**src/rtl/parking_pkg.sv**
```systemverilog
// rtl/parking_pkg.sv - shared types and default timing for the entrance gate arbiter
package parking_pkg;

  typedef enum logic [1:0] {
    IDLE      = 2'd0,
    OPEN      = 2'd1,
    WAIT_PASS = 2'd2,
    CLOSE     = 2'd3
  } gate_state_t;

  typedef enum logic {
    LANE_NORMAL   = 1'b0,
    LANE_HANDICAP = 1'b1
  } lane_t;

  localparam int unsigned DEF_OPEN_CYCLES  = 100_000_000;
  localparam int unsigned DEF_PASS_TIMEOUT = 500_000_000;
  localparam int unsigned DEF_CLOSE_CYCLES = 100_000_000;
  localparam int unsigned DEF_CNT_W        = 30;

  function automatic lane_t other_lane(lane_t l);
    return (l == LANE_NORMAL) ? LANE_HANDICAP : LANE_NORMAL;
  endfunction

endpackage

```
**src/rtl/gate_timer.sv**
```systemverilog
// rtl/gate_timer.sv - phase counter with synchronous clear, enable and limit compare
module gate_timer #(
  parameter int unsigned CNT_W = 30
) (
  input  logic             clk,
  input  logic             reset,
  input  logic             clear,
  input  logic             enable,
  input  logic [CNT_W-1:0] limit,
  output logic             done
);

  logic [CNT_W-1:0] count;

  always_ff @(posedge clk or negedge reset) begin
    if (!reset) begin
      count <= '0;
    end else if (clear) begin
      count <= '0;
    end else if (enable) begin
      count <= count + CNT_W'(1);
    end
  end

  assign done = (count == limit);

endmodule

```
**src/rtl/gate_arbiter.sv**
```systemverilog
// rtl/gate_arbiter.sv - round-robin lane arbiter and open/wait/close sequencer for the shared barrier
module gate_arbiter
  import parking_pkg::*;
#(
  parameter int unsigned OPEN_CYCLES  = DEF_OPEN_CYCLES,
  parameter int unsigned PASS_TIMEOUT = DEF_PASS_TIMEOUT,
  parameter int unsigned CLOSE_CYCLES = DEF_CLOSE_CYCLES,
  parameter int unsigned CNT_W        = DEF_CNT_W
) (
  input  logic clk,
  input  logic reset,
  input  logic normal_req,
  input  logic handicap_req,
  input  logic normal_avail,
  input  logic handicap_avail,
  input  logic car_passed,
  output logic gate_open,
  output logic normal_commit,
  output logic handicap_commit,
  output logic reject,
  output logic abort,
  output logic busy
);

  localparam logic [CNT_W-1:0] OPEN_LIM  = CNT_W'(OPEN_CYCLES - 1);
  localparam logic [CNT_W-1:0] PASS_LIM  = CNT_W'(PASS_TIMEOUT - 1);
  localparam logic [CNT_W-1:0] CLOSE_LIM = CNT_W'(CLOSE_CYCLES - 1);

  gate_state_t      state, state_d;
  lane_t            last_served, last_served_d, pick;
  logic             pend_n, pend_h, clr_n, clr_h;
  logic             elig_n, elig_h;
  logic             tmr_clear, tmr_en, tmr_done;
  logic [CNT_W-1:0] tmr_limit;
  logic             normal_commit_d, handicap_commit_d, reject_d, abort_d;

  assign elig_n = pend_n & normal_avail;
  assign elig_h = pend_h & handicap_avail;

  gate_timer #(.CNT_W(CNT_W)) u_timer (
    .clk    (clk),
    .reset  (reset),
    .clear  (tmr_clear),
    .enable (tmr_en),
    .limit  (tmr_limit),
    .done   (tmr_done)
  );

  // last_served also names the lane currently being admitted
  always_comb begin
    state_d           = state;
    last_served_d     = last_served;
    pick              = other_lane(last_served);
    clr_n             = 1'b0;
    clr_h             = 1'b0;
    tmr_clear         = 1'b0;
    tmr_en            = 1'b0;
    tmr_limit         = '0;
    normal_commit_d   = 1'b0;
    handicap_commit_d = 1'b0;
    reject_d          = 1'b0;
    abort_d           = 1'b0;
    case (state)
      IDLE: begin
        tmr_clear = 1'b1;
        clr_n     = pend_n & ~normal_avail;
        clr_h     = pend_h & ~handicap_avail;
        reject_d  = clr_n | clr_h;
        if (elig_n || elig_h) begin
          if (!(elig_n && elig_h)) begin
            pick = elig_h ? LANE_HANDICAP : LANE_NORMAL;
          end
          last_served_d = pick;
          if (pick == LANE_HANDICAP) begin
            clr_h = 1'b1;
          end else begin
            clr_n = 1'b1;
          end
          state_d = OPEN;
        end
      end
      OPEN: begin
        tmr_limit = OPEN_LIM;
        if (tmr_done) begin
          tmr_clear = 1'b1;
          state_d   = WAIT_PASS;
        end else begin
          tmr_en = 1'b1;
        end
      end
      WAIT_PASS: begin
        tmr_limit = PASS_LIM;
        if (car_passed) begin
          normal_commit_d   = (last_served == LANE_NORMAL);
          handicap_commit_d = (last_served == LANE_HANDICAP);
          tmr_clear         = 1'b1;
          state_d           = CLOSE;
        end else if (tmr_done) begin
          abort_d   = 1'b1;
          tmr_clear = 1'b1;
          state_d   = CLOSE;
        end else begin
          tmr_en = 1'b1;
        end
      end
      CLOSE: begin
        tmr_limit = CLOSE_LIM;
        if (tmr_done) begin
          tmr_clear = 1'b1;
          state_d   = IDLE;
        end else begin
          tmr_en = 1'b1;
        end
      end
      default: state_d = IDLE;
    endcase
  end

  // request set wins over selection clear, so a coinciding pulse stays queued
  always_ff @(posedge clk or negedge reset) begin
    if (!reset) begin
      state           <= IDLE;
      last_served     <= LANE_NORMAL;
      pend_n          <= 1'b0;
      pend_h          <= 1'b0;
      gate_open       <= 1'b0;
      busy            <= 1'b0;
      normal_commit   <= 1'b0;
      handicap_commit <= 1'b0;
      reject          <= 1'b0;
      abort           <= 1'b0;
    end else begin
      state           <= state_d;
      last_served     <= last_served_d;
      pend_n          <= (pend_n & ~clr_n) | normal_req;
      pend_h          <= (pend_h & ~clr_h) | handicap_req;
      gate_open       <= (state_d == OPEN) || (state_d == WAIT_PASS);
      busy            <= (state_d != IDLE);
      normal_commit   <= normal_commit_d;
      handicap_commit <= handicap_commit_d;
      reject          <= reject_d;
      abort           <= abort_d;
    end
  end

endmodule

```
**config.mk**
```make
export PLATFORM = sky130hd
export DESIGN_NAME = gate_arbiter
export DESIGN_NICKNAME = d
export VERILOG_FILES = /design/src/rtl/parking_pkg.sv /design/src/rtl/gate_timer.sv /design/src/rtl/gate_arbiter.sv
export SDC_FILE = /design/constraint.sdc
export NUM_CORES = 1
export LEC_CHECK = 0
export ABC_AREA = 1
export CORE_MARGIN = 5
export CORE_UTILIZATION = 55
export DETAILED_ROUTE_END_ITERATION = 6
export DONT_BUFFER_PORTS = 1
export PLACE_DENSITY = 0.7
export SLEW_MARGIN = 15
export SYNTH_ARGS = -nofsm -noshare
export SYNTH_HDL_FRONTEND = slang
export SYNTH_HIERARCHICAL = 1
export SYNTH_SLANG_ARGS = --single-unit
```
**constraint.sdc**
```tcl
create_clock -name clk -period 4.9 [get_ports clk]
set_input_delay 0.735 -clock clk [delete_from_list [all_inputs] [get_ports clk]]
set_output_delay 0.735 -clock clk [all_outputs]
set_load 0.02 [all_outputs]
```
==> run_1/route_heat.png <==
The bar under the picture is 20 um long. 16 x 16 tiles, from dark purple (low) to yellow (high), scaled to the fullest tile. Values are wire area over tile area, all layers added.
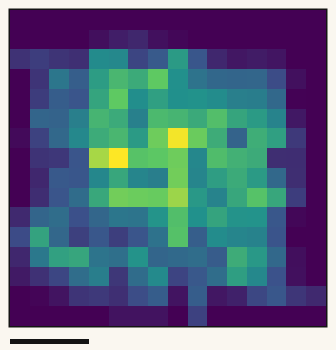
- fullest tile: 0.48
- nearly empty tiles: 25%
- emptiest ninth of the die: top right
- densest ninth of the die: middle
routed len/inst: 12.0 um
Post-Route WL: 5.60 mm
detailed-route via count: 2252
overall fraction of global-route tracks in use: 0.203

==> run_1/port_trees.png <==
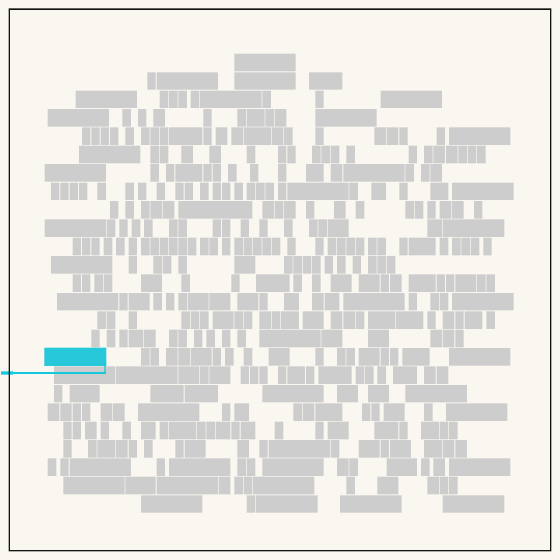
- reject: cyan (direction output; edge left; end cells 1; buffers 0; wire 15.1 um)
number of top-level design ports: 13
number of buffers added on ports: 0

==> results_slide.txt, run 1 <==
Key Metrics from the Run

GRT
  • Maximum number of pins on one net before global-route repair: 42
  • Total overflow reported by the global router: 0
  • Wire length of the first global-routing pass: a little over 10 mm
  • Antenna violations before repair: 0

Floorplanning
  • Initial core utilization: 0.568
  • Placeable core region: 0.00472 mm^2
  • Horizontal extent of the die: approximately 80 um

Clock network
  • Number of gates resized after cts: 0
  • Latency at later pin: approximately 0.3 ns
  • CTS tree: yes
  • CTS H-tree depth: 2
  • Num CTS Buffers: 5
  • Count of clock tree sinks: ~41

Final timing
  • Clock tree skew after final layout: around 0.007 ns
  • Final setup violation count: 0
  • Crit path time final: about 3.6 ns
  • Share of the clock period used by the worst path: 0.734
  • Unrepaired setup endpoints after global routing: false
  • Sum of negative setup slack: 0 ns
  • Worst slew margin relative to its limit: 0.483

Worst setup path
  • Critical path peak fanout: 28
  • Crit path arrival time: about 3.8 ns
  • Startpoint types: register
  • Buf/Inv on CP: 3
  • Ordered list of cells on the worst path: nor2_4, inv_2, inv_1, nand2_1, nand2_1, nor2_1, nand2_1, nor2_1, nand2_1, nor2_1, nor2_1, a21oi_1, clkinv_1, o21ai_0, a21boi_0

Final layout
  • Post-layout net count: 406
  • Core occupancy in the finished layout: 0.612
  • Non-filler cells, final: about 470

Logic synthesis
  • Unique cell type count in the Yosys netlist: 30
  • Post-synth EDFFs: 0
  • Number of standard cells reported by yosys: between 300 and 400
  • Synthesis warning total: 6
  • Async set or reset register ratio after synthesis: 1.00
  • Top cell area share: 0.382

Route
  • Detail Route Antenna Nets: 0
  • Iter 0 DRT Violations: 127
  • Total iterations of the first detailed-routing run: 5

Power
  • IR Drop Worst-Case VDD: between 150 and 200 uV
  • Power density over cell area: roughly 220 mW/mm^2
  • Leakage power: ~0.0015 uW

Job
  • Max cap viols: 0
  • Tool warnings: 26

Outcome
  • Status: finished clean

Placement
  • Final RePlAce weighted congestion: 0.858
==> run_1/sizing.png <==
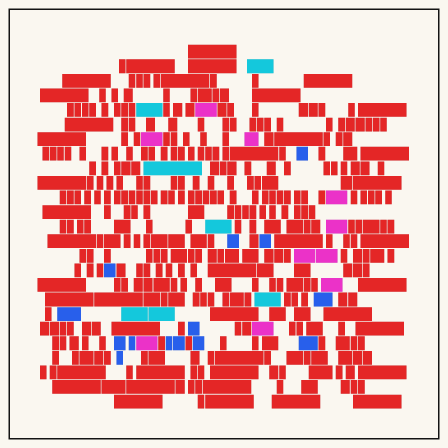
- x1 and smaller: red (cells 367; share 92%; most used nand2_1)
- x2: blue (cells 14; share 3.5%; most used nor2_2)
- x6 and larger: cyan (cells 7; share 1.8%; most used clkbuf_8)
- x3 and x4: magenta (cells 10; share 2.5%; most used nor2_4)
post-route cell area: 0.00289 mm^2
final setup margin: 1.31 ns
number of buffers outside the clock class in the layout: 0
synthesis-to-layout area growth: 7.79%

==> run 1: layout make-up <==
class                      instances  area, um^2  area share
multi-input combinational        303        1490       0.515
sequential                        41        1030       0.355
inverter                          46         173      0.0597
tap                               67        83.8      0.0290
clock buffer                       6        82.6      0.0285
clock inverter                     2        37.5      0.0130
==> run 1: final timing paths <==
path / start / to / slack [ns] / cells past startpoint
worst max-delay path: state[0]$_DFF_PN0_ / u_timer/count[10]$_DFFE_PN0P_ / 1.31 / 15
worst min-delay path: reset / u_timer/count[5]$_DFFE_PN0P_ / 0.12 / 0
worst max register to register: state[0]$_DFF_PN0_ / u_timer/count[10]$_DFFE_PN0P_ / 1.31 / 15
worst min register to register: last_served$_DFFE_PN0P_ / normal_commit$_DFF_PN0_ / 0.50 / 1
max in group asynchronous: reset / u_timer/count[16]$_DFFE_PN0P_ / 4.70 / 0
min in group clk: last_served$_DFFE_PN0P_ / normal_commit$_DFF_PN0_ / 0.50 / 1
==> run 1: metrics by stage <==
stage	total power, uW	instance area [um^2]	hold slack, ns
after CTS	641	2890	0.106
final	632	2890	0.117
after detailed placement	352	2770	0.441
after global placement	351	2770	0.440
after global routing	659	2890	0.0965
after floorplan	351	2710	0.439
==> run 1: registers in the layout, summed over array words and instances, names as in the netlist <==
signal,count
u_timer/count,30
state,2
abort,1
busy,1
gate_open,1
handicap_commit,1
last_served,1
normal_commit,1
pend_h,1
pend_n,1
reject,1
==> run 1: per-layer routing <==
metal | global-route usage | up-vias | share of wire
li1 | - | 1196 | -
met5 | 0 | - | 0
met3 | 0.0418 | 10 | 0.043
met2 | 0.319 | 39 | 0.46
met4 | 0.0760 | 0 | 0.019
met1 | 0.276 | 1007 | 0.48
==> run 1: power by group <==
group	switching [uW]	total (uW)	internal [uW]
Sequential	0.0000000000000325	338	338
Combinational	4.64	6.90	2.26
Clock	121	287	166
Total	126	632	506
==> run 1: placed cells by master (no fill, tap or decap) <==
master,instances
nand2_1,111
nor2_1,78
inv_1,42
dfrtp_1,41
xor2_1,25
a21oi_1,17
nand3_1,13
o21ai_0,13
conb_1,9
nor2_4,8
clkbuf_8,6
nor2_2,4
nor3_1,4
inv_2,3
nand2_2,3
nor3b_1,3
a21boi_0,2
ha_1,2
xnor2_1,2
nand3_2,2
o31ai_2,1
bufinv_16,1
clkinvlp_4,1
or2_2,1
nand2_4,1
clkinv_1,1
o21a_1,1
nand4_1,1
o21bai_1,1
o211ai_1,1
==> run 1: worst register-to-register path, stage by stage, from the launching register on <==
cell and delay, ns:
dfrtp_1 0.51, nor2_4 0.08, inv_2 0.36, inv_1 0.09, nand2_1 0.07, nand2_1 0.05
nor2_1 0.11, nand2_1 0.06, nor2_1 0.10, nand2_1 0.05, nor2_1 0.22, nor2_1 0.12
a21oi_1 0.42, clkinv_1 0.77, o21ai_0 0.33, a21boi_0 0.13
==> run 1: logic make-up (layout without fill, tap and decap cells) <==
group           count (synthesis)  after routing  share of synthesized area
buf+inv                        49             54                     0.0737
fa+ha+maj                       2              2                    0.00932
flops                          41             41                      0.382
xor+xnor                       27             27                     0.0881
other cells                     1              9                    0.00140
simple gates                  229            229                      0.371
compound gates                 36             36                     0.0746
==> run_1/class_map.png <==
The bar under the picture is 20 um long.
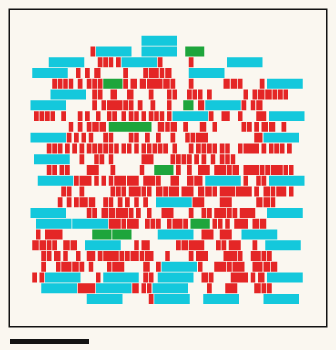

## Run 2: what changed since run 1
==> constraint.sdc (replaced) <==
create_clock -name clk -period 3.5 [get_ports clk]
set_input_delay 0.525 -clock clk [delete_from_list [all_inputs] [get_ports clk]]
set_output_delay 0.525 -clock clk [all_outputs]
set_load 0.02 [all_outputs]
==> run_2/class_map.png <==
The bar under the picture is 20 um long.
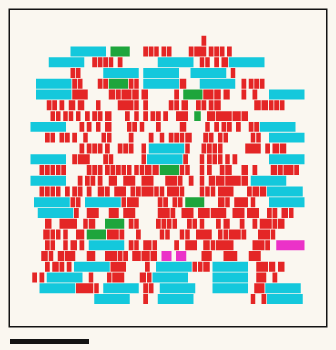
- clock drivers and dummy loads: green (cells 8)
- registers: cyan (cells 41)
- remaining buffers and delay cells: magenta (cells 3)
- remaining logic cells: red (cells 349)
post-route cell area: 0.00291 mm^2
proportion of cell area occupied by registers: 0.353
floorplan row count: 25
placeable core region: 0.00472 mm^2

==> run 2 against run 1 <==
  * Global-route usage about the same
  * Worst setup slack got worse by 0.91 ns
  * Final cell count up 0.65%
  * Register-to-register slack got worse by 0.91 ns
  * Non-clock buffer count increased by 3
  * Power rose by 32%
  * First-iteration DRC count is the same
  * Synthesized area stayed put
  * Sequential cell count is the same
  * Clock power is 18% higher
  * Critical path type unchanged
  * Critical endpoint is now u_timer/count[25]$_DFFE_PN0P_
==> results_slide.txt, run 2 <==
Key Metrics from the Run

Placement
  • Number of buffers added on ports: 0 (unchanged)
  • Placed standard-cell area: 0.00279 mm^2 (+0.54%)
  • Final RePlAce weighted congestion: 0.899 (+4.7%)

Power
  • Switching component of the power: 176 uW (+40%)
  • Power density over cell area: 286 mW/mm^2 (+31%)
  • Power Internal: 657 uW (+30%)
  • Sw Share: 0.211 (+0.0126)
  • Leakage power: 0.00153 uW (+1.0%)
  • Tot Pwr: 833 uW (+32%)

Clock network
  • Count of clock tree sinks: 41 (unchanged)
  • Num CTS Buffers: 5 (unchanged)
  • CTS H-tree depth: 2 (unchanged)
  • Latency at later pin: 0.29 ns (about the same)

GRT
  • Antenna violations before repair: 0 (unchanged)
  • Overall fraction of global-route tracks in use: 0.203 (-0.000428)
  • Total overflow reported by the global router: 0 (unchanged)
  • Maximum number of pins on one net before global-route repair: 42 (unchanged)
  • Wire length of the first global-routing pass: 9.99 mm (-1.4%)

Final timing
  • Crit path time final: 3.11 ns (-0.486 ns)
  • Sum of negative setup slack: 0 ns (unchanged)
  • Share of the clock period used by the worst path: 0.888 (+0.155)

Job
  • Max cap viols: 0 (unchanged)

Worst setup path
  • Critical path peak fanout: 22 (-21%)
  • Crit path arrival time: 3.29 ns (-0.47 ns)
  • R2r startpoint: state[0]$_DFF_PN0_

Route
  • Total iterations of the first detailed-routing run: 4 (-1)
  • Post-Route WL: 5.77 mm (+3.1%)
  • Detailed-routed wire length on met2: 2.67 mm (+4.2%)

Logic synthesis
  • Number of standard cells reported by yosys: 385 (unchanged)
  • Top cell area share: 0.382 (unchanged)

Final layout
  • Post-layout net count: 409 (+0.74%)
  • Synthesis-to-layout area growth: 8.39%
  • Highest-count logic cell in the final layout: nand2_1

Floorplanning
  • Initial core utilization: 0.568 (unchanged)

Outcome
  • Status: finished clean
-- run 2: timing repair --
| item | CTS | global route |
|---|---|---|
| endpoints found under the setup margin | 0 | 0 |
| hold buffers | 1 | 0 |
| hold endpoints to repair | 41 | 0 |
-- run 2: layout make-up --
| type | count | area, um^2 | share of cell area |
|---|---|---|---|
| multi-input combinational | 303 | 1490 | 0.512 |
| tap | 67 | 83.8 | 0.0288 |
| timing repair buffer | 3 | 35.0 | 0.0120 |
| clock buffer | 7 | 96.3 | 0.0331 |
| sequential | 41 | 1030 | 0.353 |
| inverter | 46 | 173 | 0.0594 |
| clock inverter | 1 | 5.00 | 0.00172 |
-- run 2: power by group through the flow --
stage,Clock [uW],Sequential (uW),Combinational (uW)
after floorplan,0,483,7.93
after global placement,0,483,9.49
after detailed placement,0,483,9.51
after CTS,348,473,21.5
after global routing,371,473,25.5
final,339,473,20.7
-- run 2: stage by stage --
| stage | std cells | setup slack [ns] | hold WS [ns] |
|---|---|---|---|
| floorplan | 393 | 0.708 | 0.229 |
| global route | 468 | 0.0601 | 0.0754 |
| finish | 468 | 0.391 | 0.0686 |
| global placement | 459 | 0.547 | 0.230 |
| detailed placement | 459 | 0.462 | 0.230 |
| CTS | 468 | 0.386 | 0.0730 |
-- run 2: cell families (layout without fill, tap and decap cells) --
group	after synthesis	after routing	synth area share
other	1	9	0.00140
and+or+nand+nor	229	229	0.371
DFF	41	41	0.382
buffers and inverters	49	57	0.0737
xor gates and xnor gates	27	27	0.0881
adders and majority gates	2	2	0.00932
AOI/OAI and AO/OA	36	36	0.0746
-- run 2: final timing paths --
path	end	slack, ns	depth (start not counted)
max reg2reg	u_timer/count[25]$_DFFE_PN0P_	0.39	20
min in group clk	reject$_DFF_PN0_	0.32	1
max in group asynchronous	u_timer/count[23]$_DFFE_PN0P_	3.24	1
min	u_timer/count[6]$_DFFE_PN0P_	0.07	1
max	u_timer/count[25]$_DFFE_PN0P_	0.39	20
min reg2reg	normal_commit$_DFF_PN0_	0.53	1
-- run 2: metal layers --
| metal | global-route usage | vias to the layer above |
|---|---|---|
| met5 | 0 | - |
| met4 | 0.0608 | 0 |
| met3 | 0.0384 | 10 |
| met2 | 0.333 | 44 |
| met1 | 0.272 | 1043 |
| li1 | - | 1200 |
-- run 2: critical path, stage by stage (launching register included) --
cell and delay, ns:
dfrtp_1 0.53, nor2_4 0.08, inv_2 0.36, inv_1 0.08
nand2_1 0.07, nand2_1 0.05, nor2_1 0.14, nand2_1 0.09
nor2_1 0.10, nand2_1 0.06, nor2_1 0.21, nor2_1 0.11
a21oi_1 0.13, buf_4 0.16, inv_1 0.09, nor2_4 0.22
nor2_4 0.09, nand3_1 0.15, inv_1 0.09, a21oi_1 0.14
nor2_1 0.06
==> run_2/port_trees.png <==
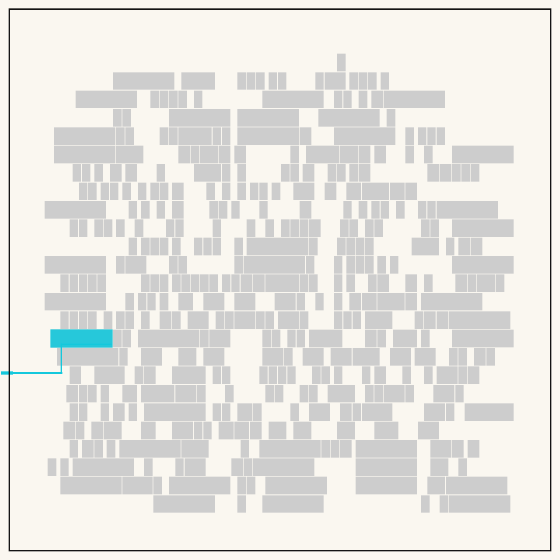

## Run 3: what changed since run 2
--- a/config.mk
+++ b/config.mk
@@ -6,11 +6,13 @@
 export NUM_CORES = 1
 export LEC_CHECK = 0
 export ABC_AREA = 1
+export CELL_PAD_IN_SITES_DETAIL_PLACEMENT = 1
+export CELL_PAD_IN_SITES_GLOBAL_PLACEMENT = 2
 export CORE_MARGIN = 5
-export CORE_UTILIZATION = 55
+export CORE_UTILIZATION = 36
 export DETAILED_ROUTE_END_ITERATION = 6
 export DONT_BUFFER_PORTS = 1
-export PLACE_DENSITY = 0.7
+export PLACE_DENSITY_LB_ADDON = 0.1
 export SLEW_MARGIN = 15
 export SYNTH_ARGS = -nofsm -noshare
 export SYNTH_HDL_FRONTEND = slang
==> run_3/port_trees.png <==
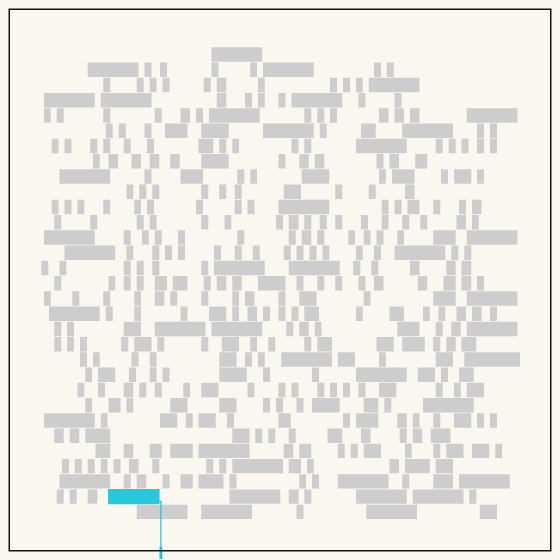
- reject: cyan (direction output; edge bottom; end cells 1; buffers 0; wire 8.80 um)

==> run 3 against run 2 <==
  * Critical path depth decreased by 1
  * Synthesized cell count unchanged
  * Non-clock buffer count increased by 1
  * Die area increased by 46%
  * Utilization decreased by 21 points
  * Hold slack got worse by 0.010 ns
  * Clock-buffer cell count unchanged
  * Register-to-register slack improved by 0.08 ns
  * Sequential power about the same
  * Critical endpoint is now u_timer/count[17]$_DFFE_PN0P_
  * Largest power group unchanged
==> results_slide.txt, run 3 <==
Key Metrics from the Run

Final timing
  • Unrepaired setup endpoints after global routing: false
  • Share of the clock period used by the worst path: 0.866 (-0.0223)
  • Sum of negative setup slack: 0 ns (unchanged)
  • Worst hold-check slack: 0.0582 ns (-0.0104 ns)
  • Clock tree skew after final layout: between 0.005 and 0.006 ns
  • Crit path time final: 3.03 ns (-0.0779 ns)

Job
  • Max cap viols: 0 (unchanged)
  • Tool warnings: 26

Placement
  • Number of buffers added on ports: 0 (unchanged)
  • Post-DP HPWL: ~5.7 mm
  • Final RePlAce weighted congestion: 0.792 (-12%)

Worst setup path
  • Critical path peak fanout: 7 (-68%)
  • Crit path arrival time: 3.23 ns (-0.06 ns)
  • Setup CP Type: reg -> reg
  • R2r startpoint: state[0]$_DFF_PN0_

Clock network
  • Count of clock tree sinks: 41 (unchanged)
  • Num CTS Buffers: 5 (unchanged)
  • Latency at later pin: 0.30 ns (about the same)
  • CTS H-tree depth: 2 (unchanged)

Floorplanning
  • Placeable core region: 0.00725 mm^2 (+54%)
  • Overall chip area: approximately 0.0093 mm^2
  • Floorplan row count: 31 (+24%)
  • Initial core utilization: 0.370 (-0.198)

Power
  • Leakage power: 0.00152 uW (about the same)
  • Power density over cell area: 280 mW/mm^2 (-2.3%)
  • IR Drop Worst-Case VDD: 120 uV
  • Tot Pwr: 826 uW (-0.88%)

GRT
  • Overall fraction of global-route tracks in use: 0.174 (-0.0293)
  • Maximum number of pins on one net before global-route repair: 42 (unchanged)
  • Wire length of the first global-routing pass: 12.2 mm (+22%)
  • Total overflow reported by the global router: 0 (unchanged)
  • Antenna violations before repair: 0 (unchanged)

Final layout
  • Synthesis-to-layout area growth: 9.98%
  • Core occupancy in the finished layout: 0.407
  • Fraction of layout instances using a drive strength above 1: 0.0823
  • Register ranked first by flip-flop count: u_timer/count
  • Highest-count logic cell in the final layout: nand2_1
  • Post-layout net count: 410 (+0.24%)
  • Flip-flop count of the largest register after layout: 30

Route
  • Total iterations of the first detailed-routing run: 6 (+2)
  • Post-Route WL: 7.18 mm (+24%)
  • Routed len/inst: roughly 14 um

Logic synthesis
  • Number of standard cells reported by yosys: 385 (unchanged)
  • Top cell area share: 0.382 (unchanged)
  • Library cell occupying the most area in the post-synthesis netlist: dfrtp_1

Outcome
  • Status: finished clean
## run 3: metrics by stage
stage                     cells  setup slack (ns)  cell area [um^2]
after floorplan             393             0.708              2710
after global placement      492             0.398              2840
after detailed placement    492             0.298              2840
after CTS                   500             0.262              2950
after global routing        500            0.0964              2950
final                       500             0.469              2950
## run 3: layer usage
metal | share of wire | track usage | vias up
met3 | 0.018 | 0.0266 | 6
li1 | - | - | 1197
met2 | 0.48 | 0.296 | 14
met5 | 0 | 0 | -
met4 | 0.011 | 0.0456 | 0
met1 | 0.49 | 0.229 | 1085
## run 3: power breakdown
| group | switching, uW | leakage [uW] | internal (uW) |
|---|---|---|---|
| Sequential | 0.0000000000000438 | 0.000459 | 473 |
| Combinational | 16.4 | 0.00102 | 6.46 |
| Clock | 173 | 0.0000443 | 157 |
| Total | 189 | 0.00152 | 637 |
## run 3: logic make-up (layout without fill, tap and decap cells)
logic type | count (synthesis) | in the layout | synth area share
xor+xnor | 27 | 27 | 0.0881
other cells | 1 | 9 | 0.00140
buf+inv | 49 | 57 | 0.0737
flops | 41 | 41 | 0.382
compound gates | 36 | 36 | 0.0746
simple gates | 229 | 229 | 0.371
fa+ha+maj | 2 | 2 | 0.00932
## run 3: path summary, 6_finish.rpt
path / endpoint / slack [ns] / cells after the start
worst max-delay path: u_timer/count[17]$_DFFE_PN0P_ / 0.47 / 19
worst min-delay path: u_timer/count[4]$_DFFE_PN0P_ / 0.06 / 1
worst max register to register: u_timer/count[17]$_DFFE_PN0P_ / 0.47 / 19
worst min register to register: pend_h$_DFF_PN0_ / 0.53 / 2
max in group asynchronous: u_timer/count[19]$_DFFE_PN0P_ / 3.23 / 1
min in group clk: reject$_DFF_PN0_ / 0.32 / 1
## run 3: final cells by class
type                    instances  area (um^2)
fillers                       964         4300
inverters                      46          175
multi-input cells             303         1490
repair buffers                  4         50.0
well taps                      99          124
clock buffers                   7         86.3
flip-flops and latches         41         1030
## run 3: critical path, cell delays in order, from the launching register on
cell	delay, ns
dfrtp_1	0.52
inv_2	0.07
nand2_2	0.11
inv_1	0.14
xor2_1	0.17
nor2_1	0.14
nand2_1	0.06
nor2_1	0.12
nand2_1	0.07
nor2_1	0.23
nor2_1	0.11
a21oi_1	0.23
buf_4	0.18
nor2_4	0.07
nor2_4	0.18
nand3_1	0.19
nor2_1	0.19
nand2_1	0.06
nand2_1	0.06
nor2_1	0.03
## run 3: timing repair
| item | CTS | global route |
|---|---|---|
| hold buffers | 1 | 0 |
| resized | 0 | 2 |
| endpoints found under the hold margin | 41 | 0 |
| setup endpoints to repair | 0 | 10 |
| buffers inserted | 0 | 0 |
Power is estimated from default activity; no workload was simulated.
